### Clock wires, drivers and flops

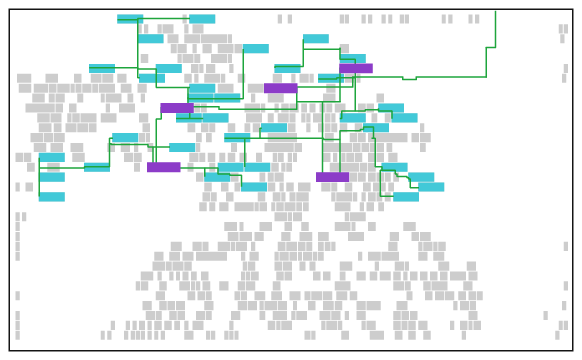
### Wiring by layer

The bar under the picture is 50 um long.
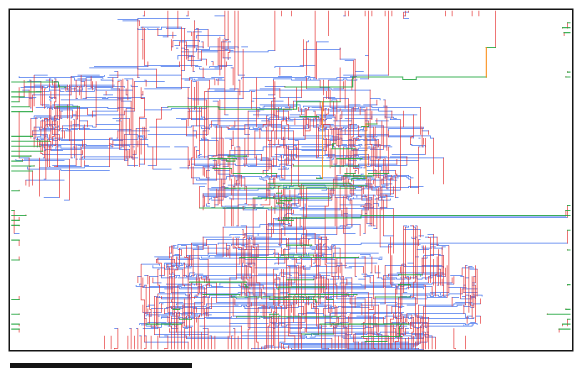
### Cell outlines without signal wires

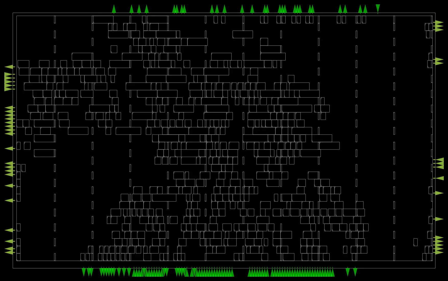
### Ports around the boundary

Pins as bars across the die edge, other pins in grey.
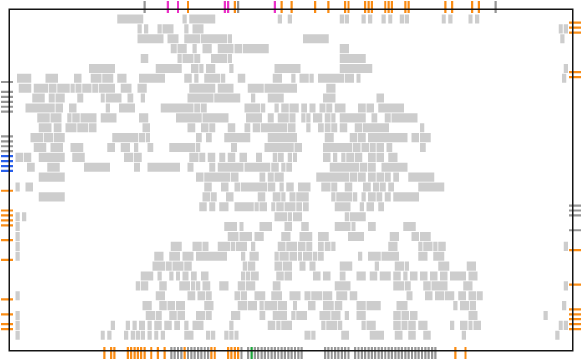
### Port wiring

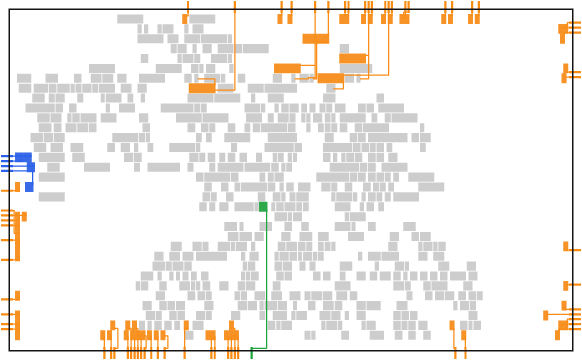
<file path="src/rtl/slot_alloc_arb_pkg.sv">
// Shared types and constants for the slot allocator.
// Holds the 64-bit address type and the free-path error codes.
// No logic; imported by the allocator top and its arbiter.
package slot_alloc_arb_pkg;

  typedef logic [63:0] addr_t;

  // Classification of a free request, decoded in the same cycle it arrives.
  localparam logic [1:0] ERR_NONE   = 2'd0;
  localparam logic [1:0] ERR_RANGE  = 2'd1;
  localparam logic [1:0] ERR_DOUBLE = 2'd2;

endpackage

</file>
<file path="src/rtl/slot_alloc_arb_rr_arbiter.sv">
// Round-robin arbiter: one-hot grant to the first request at/after the pointer.
// Latency: grant is combinational; the pointer moves on the clock edge after adv_i.
// Ports: req_i request vector, adv_i accept-this-grant, gnt_o one-hot grant.
module rr_arbiter
  import slot_alloc_arb_pkg::*;
#(
  parameter int N = 4
) (
  input  logic         clock,
  input  logic         reset,
  input  logic [N-1:0] req_i,
  input  logic         adv_i,
  output logic [N-1:0] gnt_o
);

  localparam int PW = (N > 1) ? $clog2(N) : 1;

  logic [PW-1:0] ptr_q, ptr_d;
  logic [PW-1:0] idx;
  logic          found;

  // Scan N positions starting at the pointer; the first hit wins and the
  // pointer candidate becomes the slot just after the winner.
  always_comb begin
    gnt_o = '0;
    ptr_d = ptr_q;
    found = 1'b0;
    idx   = '0;
    for (int off = 0; off < N; off++) begin
      idx = PW'((int'(ptr_q) + off) % N);
      if (!found && req_i[idx]) begin
        found      = 1'b1;
        gnt_o[idx] = 1'b1;
        ptr_d      = (int'(idx) == N - 1) ? '0 : idx + 1'b1;
      end
    end
  end

  always_ff @(posedge clock) begin
    if (reset) begin
      ptr_q <= '0;
    end else if (adv_i) begin
      ptr_q <= ptr_d;
    end
  end

endmodule

</file>
<file path="src/rtl/slot_alloc_arb.sv">
// Slot allocator: round-robin grants of the lowest free slot, plus checked frees.
// Latency: req_ready combinational, rsp/err/count registered one cycle after the event.
// Backpressure: req_ready is zero while full or in reset; frees are always accepted.
module slot_alloc_arb
  import slot_alloc_arb_pkg::*;
#(
  parameter int          NUM_REQ   = 4,
  parameter int          NUM_SLOTS = 16,
  parameter logic [63:0] BASE      = 64'd1,
  parameter logic [63:0] SLOT_SIZE = 64'd1
) (
  input  logic                         clock,
  input  logic                         reset,
  input  logic [NUM_REQ-1:0]           req_valid,
  output logic [NUM_REQ-1:0]           req_ready,
  output logic [NUM_REQ-1:0]           rsp_valid,
  output logic [63:0]                  rsp_addr,
  input  logic                         free_valid,
  input  logic [63:0]                  free_addr,
  output logic                         err_double_free,
  output logic                         err_range,
  output logic [$clog2(NUM_SLOTS):0]   used_count,
  output logic                         full,
  output logic                         empty
);

  localparam int SW = (NUM_SLOTS > 1) ? $clog2(NUM_SLOTS) : 1;
  localparam int CW = $clog2(NUM_SLOTS) + 1;
  localparam int SH = $clog2(SLOT_SIZE);

  logic [NUM_SLOTS-1:0] occ_q, occ_d;
  logic [CW-1:0]        used_q, used_d;
  logic                 full_q, empty_q;
  logic [NUM_REQ-1:0]   rsp_valid_q;
  addr_t                rsp_addr_q, alloc_addr;
  logic                 err_range_q, err_double_q;

  logic [NUM_REQ-1:0]   arb_req;
  logic                 grant;
  logic [SW-1:0]        alloc_idx;
  addr_t                free_off, free_slot64;
  logic [SW-1:0]        free_idx;
  logic [1:0]           free_err;
  logic                 free_ok;

  // Requests are hidden from the arbiter while full or in reset, so the
  // arbiter's grant is exactly req_ready and its pointer only moves on a grant.
  assign arb_req = req_valid & {NUM_REQ{!full_q && !reset}};
  assign grant   = |req_ready;

  rr_arbiter #(.N(NUM_REQ)) u_arb (
    .clock (clock),
    .reset (reset),
    .req_i (arb_req),
    .adv_i (grant),
    .gnt_o (req_ready)
  );

  // Lowest-index free slot: scanning downwards lets the lowest hit overwrite.
  // Uses the current bitmap, so a slot freed this cycle is not yet visible.
  always_comb begin
    alloc_idx = '0;
    for (int k = NUM_SLOTS - 1; k >= 0; k--) begin
      if (!occ_q[k]) alloc_idx = SW'(k);
    end
  end

  assign alloc_addr = BASE + 64'(alloc_idx) * SLOT_SIZE;

  // Free decode: SLOT_SIZE is a power of two, so divide is a shift and the
  // alignment test is a mask of the low bits of the offset.
  always_comb begin
    free_off    = free_addr - BASE;
    free_slot64 = free_off >> SH;
    free_idx    = free_slot64[SW-1:0];
    free_err    = ERR_NONE;
    if (free_valid) begin
      if (free_addr < BASE || (free_off & (SLOT_SIZE - 64'd1)) != 64'd0 ||
          free_slot64 >= 64'(NUM_SLOTS)) begin
        free_err = ERR_RANGE;
      end else if (!occ_q[free_idx]) begin
        free_err = ERR_DOUBLE;
      end
    end
  end

  assign free_ok = free_valid && (free_err == ERR_NONE);

  // Grant and free never touch the same bit: the grant picks a free slot,
  // a valid free targets an occupied one.
  always_comb begin
    occ_d = occ_q;
    if (grant)   occ_d[alloc_idx] = 1'b1;
    if (free_ok) occ_d[free_idx]  = 1'b0;
    used_d = used_q + CW'(grant) - CW'(free_ok);
  end

  always_ff @(posedge clock) begin
    if (reset) begin
      occ_q        <= '0;
      used_q       <= '0;
      full_q       <= 1'b0;
      empty_q      <= 1'b1;
      rsp_valid_q  <= '0;
      rsp_addr_q   <= '0;
      err_range_q  <= 1'b0;
      err_double_q <= 1'b0;
    end else begin
      occ_q        <= occ_d;
      used_q       <= used_d;
      full_q       <= (used_d == CW'(NUM_SLOTS));
      empty_q      <= (used_d == '0);
      rsp_valid_q  <= req_ready;
      if (grant) rsp_addr_q <= alloc_addr;
      err_range_q  <= (free_err == ERR_RANGE);
      err_double_q <= (free_err == ERR_DOUBLE);
    end
  end

  // Pulses are forced low while reset is held, including the cycle it rises.
  assign rsp_valid       = rsp_valid_q & {NUM_REQ{!reset}};
  assign rsp_addr        = rsp_addr_q;
  assign err_range       = err_range_q && !reset;
  assign err_double_free = err_double_q && !reset;
  assign used_count      = used_q;
  assign full            = full_q;
  assign empty           = empty_q;

endmodule

</file>
<file path="config.mk">
export PLATFORM = sky130hd
export DESIGN_NAME = slot_alloc_arb
export DESIGN_NICKNAME = d
export VERILOG_FILES = /design/src/rtl/slot_alloc_arb_pkg.sv /design/src/rtl/slot_alloc_arb_rr_arbiter.sv /design/src/rtl/slot_alloc_arb.sv
export SDC_FILE = /design/constraint.sdc
export NUM_CORES = 1
export LEC_CHECK = 0
export CORE_ASPECT_RATIO = 0.6
export CORE_UTILIZATION = 30
export CTS_CLUSTER_SIZE = 30
export DETAILED_ROUTE_END_ITERATION = 10
export DONT_BUFFER_PORTS = 1
export SYNTH_ARGS = -nofsm -noshare
export SYNTH_HDL_FRONTEND = slang
export SYNTH_SLANG_ARGS = --single-unit
export TNS_END_PERCENT = 50
</file>
<file path="constraint.sdc">
create_clock -name clock -period 6.65 [get_ports clock]
set_clock_uncertainty 0.05 [all_clocks]
set_input_delay 1.995 -clock clock [delete_from_list [all_inputs] [get_ports clock]]
set_output_delay 1.995 -clock clock [all_outputs]
set_load 0.02 [all_outputs]
</file>
==> impl_metrics.env <==
# implementation run metrics
export IMPL_ys_flops=36
export IMPL_numCtsBuffers=5
export IMPL_finalWeightedCongestion=0.952
export IMPL_wl_met2_um=5150
export IMPL_ys_seq_share=0.172
export IMPL_nNetsFinal=649
export IMPL_critPathKind="input port to flop"
export IMPL_initial_core_util=0.307
export IMPL_cp_arrival_ps=6500
export IMPL_hold_path_class="flop to flop"
export IMPL_edf_count=0
export IMPL_syn_inst=553
export IMPL_wl_met1_um=6270
export IMPL_synth_simple_area_share=0.346
export IMPL_slew_violations=0
export IMPL_area_delta_synth_final_pct=6.53
export IMPL_status="completed"
export IMPL_num_rows=33
export IMPL_use_met2=0.248
export IMPL_power_top_group="combinational logic"
export IMPL_finalPower_w=0.00110
export IMPL_root_buffer="clkbuf_16"
export IMPL_endpoint_kind="flop"
export IMPL_grtUsageMet3=0.0338
export IMPL_ant_nets=0
export IMPL_start_kind="input port"
export IMPL_crit_family="simple AND/OR/NAND/NOR gates"
export IMPL_path_clk_slew_ps=60
export IMPL_htreeDepth=2
Back to the opening pictures, 'Clock wires, drivers and flops':
[green] clock wires | length: 587 um
[cyan] flip-flops | count: 36
[purple] clock-net drivers | count: 5
routed clock nets: 6
Worst-Skew Late Latency: 280 ps
Clk pwr share: 0.246
clock group power: 0.000271 W

Back to the opening pictures, 'Wiring by layer':
[orange] M4 | wire length: 44.2 um
[green] M3 | wire length: 852 um
[blue] M1 | wire length: 6,270 um
[red] M2 | wire length: 5,150 um

Back to the opening pictures, 'Cell outlines without signal wires':
filler instances: 1,473
fin cells: 751
flop count: 36

Back to the opening pictures, 'Ports around the boundary':
[magenta] `used_count` | pins: 5 | direction: output | edge: north
[green] `err_double_free` | pins: 1 | direction: output | edge: south
[blue] `rsp_valid` | pins: 4 | direction: output | edge: west
[orange] `rsp_addr` | pins: 64 | direction: output | edge: 21 south, 20 north, 12 east, 11 west
all pins by edge: 83 south, 28 north, 25 west, 16 east
Die Span X: 155 um
die height: 93.6 um

Back to the opening pictures, 'Port wiring':
[blue] `rsp_valid` | direction: output | edge: west | end cells: 4 | buffers: 0 | wire: 25.0 um
[green] `err_double_free` | direction: output | edge: south | end cells: 1 | buffers: 0 | wire: 42.4 um
[orange] `rsp_addr` | direction: output | edge: 21 south, 20 north, 12 east, 11 west | end cells: 64 | buffers: 0 | wire: 326 um

-- state kept, by name (all words and copies together) (netlist names) --
| name | count |
|---|---|
| empty | 1 |
| err_double_q | 1 |
| err_range_q | 1 |
| full | 1 |
| occ_q | 16 |
| rsp_addr | 5 |
| rsp_valid_q | 4 |
| u_arb.ptr_q | 2 |
| used_count | 5 |
-- repair_timing --
item / 4_1_cts / 5_1_grt
hold buffers: 0 / 0
setup endpoints to repair: 0 / 2
resized: 0 / 2
-- path summary, 6_finish.rpt --
check,startpoint,end,cells after the start
worst min register to register,rsp_addr[4],rsp_addr[4],2
worst max register to register,u_arb.ptr_q[0],full,18
worst min-delay path,rsp_addr[4],rsp_addr[4],2
worst max-delay path,free_addr[39],full,18
-- metrics by stage --
| stage | hold slack (ps) | cell area (sq um) | std cells |
|---|---|---|---|
| 6_report | 522 | 4470 | 751 |
| 5_1_grt | 537 | 4470 | 751 |
| 4_1_cts | 527 | 4460 | 751 |
| 3_5_place_dp | 514 | 4290 | 743 |
| 3_3_place_gp | 508 | 4290 | 743 |
| 2_1_floorplan | 473 | 4420 | 611 |
-- area by class of cell --
| class | instances | area (sq um) | area share |
|---|---|---|---|
| Inverter | 22 | 82.6 | 0.0185 |
| Tap cell | 192 | 240 | 0.0538 |
| Timing Repair Buffer | 24 | 180 | 0.0403 |
| Sequential cell | 36 | 721 | 0.161 |
| Clock inverter | 3 | 42.5 | 0.00952 |
| Clock buffer | 5 | 125 | 0.0280 |
| Multi-Input combinational cell | 469 | 3080 | 0.689 |
-- tightest hold or removal path: stages (launching register included) --
cell and delay, ps:
dfxtp_1 380, nand2_1 90, a21oi_1 50
-- cells in the final DEF (no fill, tap or decap), types with 6 or more instances in the layout --
master and instances:
conb_1 59, dfxtp_1 36, nor2_1 35, a21oi_1 34
nor4_1 28, nor3_1 27, nand2_1 26, buf_4 24
inv_1 21, nand4_1 19, ha_1 19, or2_2 17
nor2b_1 15, a31oi_1 14, nand3_1 11, or3_1 11
and3_1 9, o21ai_0 8, a221o_1 8, xnor2_1 8
a211oi_1 8, nand2b_1 6, mux2i_1 6, o31ai_1 6
xor2_1 6
-- logic make-up after synthesis --
group,Yosys count
multiplexers,13
adder cells (fa/ha/maj),20
AND-OR/OR-AND,117
XOR/XNOR,14
buffers and inverters,106
other,1
flip-flops,36
AND/OR/NAND/NOR,246
-- synth_stat cells, types with 6 or more instances --
library cell | n | area (sq um)
nand4_1 | 19 | 119
inv_1 | 21 | 78.8
dfxtp_1 | 36 | 721
o31ai_1 | 6 | 45.0
or2_2 | 17 | 106
nand3_1 | 11 | 55.1
ha_1 | 19 | 238
nor3_1 | 28 | 140
mux2i_1 | 6 | 60.1
a211oi_1 | 8 | 60.1
buf_4 | 59 | 443
nor2_1 | 35 | 131
a31oi_1 | 14 | 87.6
clkbuf_1 | 18 | 67.6
or4_1 | 6 | 45.0
nor4_1 | 28 | 175
nand2b_1 | 6 | 37.5
xnor2_1 | 8 | 70.1
nor2b_1 | 15 | 93.8
o21ai_0 | 8 | 40.0
nand2_1 | 26 | 97.6
a21oi_1 | 34 | 170
xor2_1 | 6 | 52.6
and3_1 | 9 | 56.3
or3_1 | 11 | 68.8
a221o_1 | 8 | 80.1
Power is estimated from default activity; no workload was simulated.
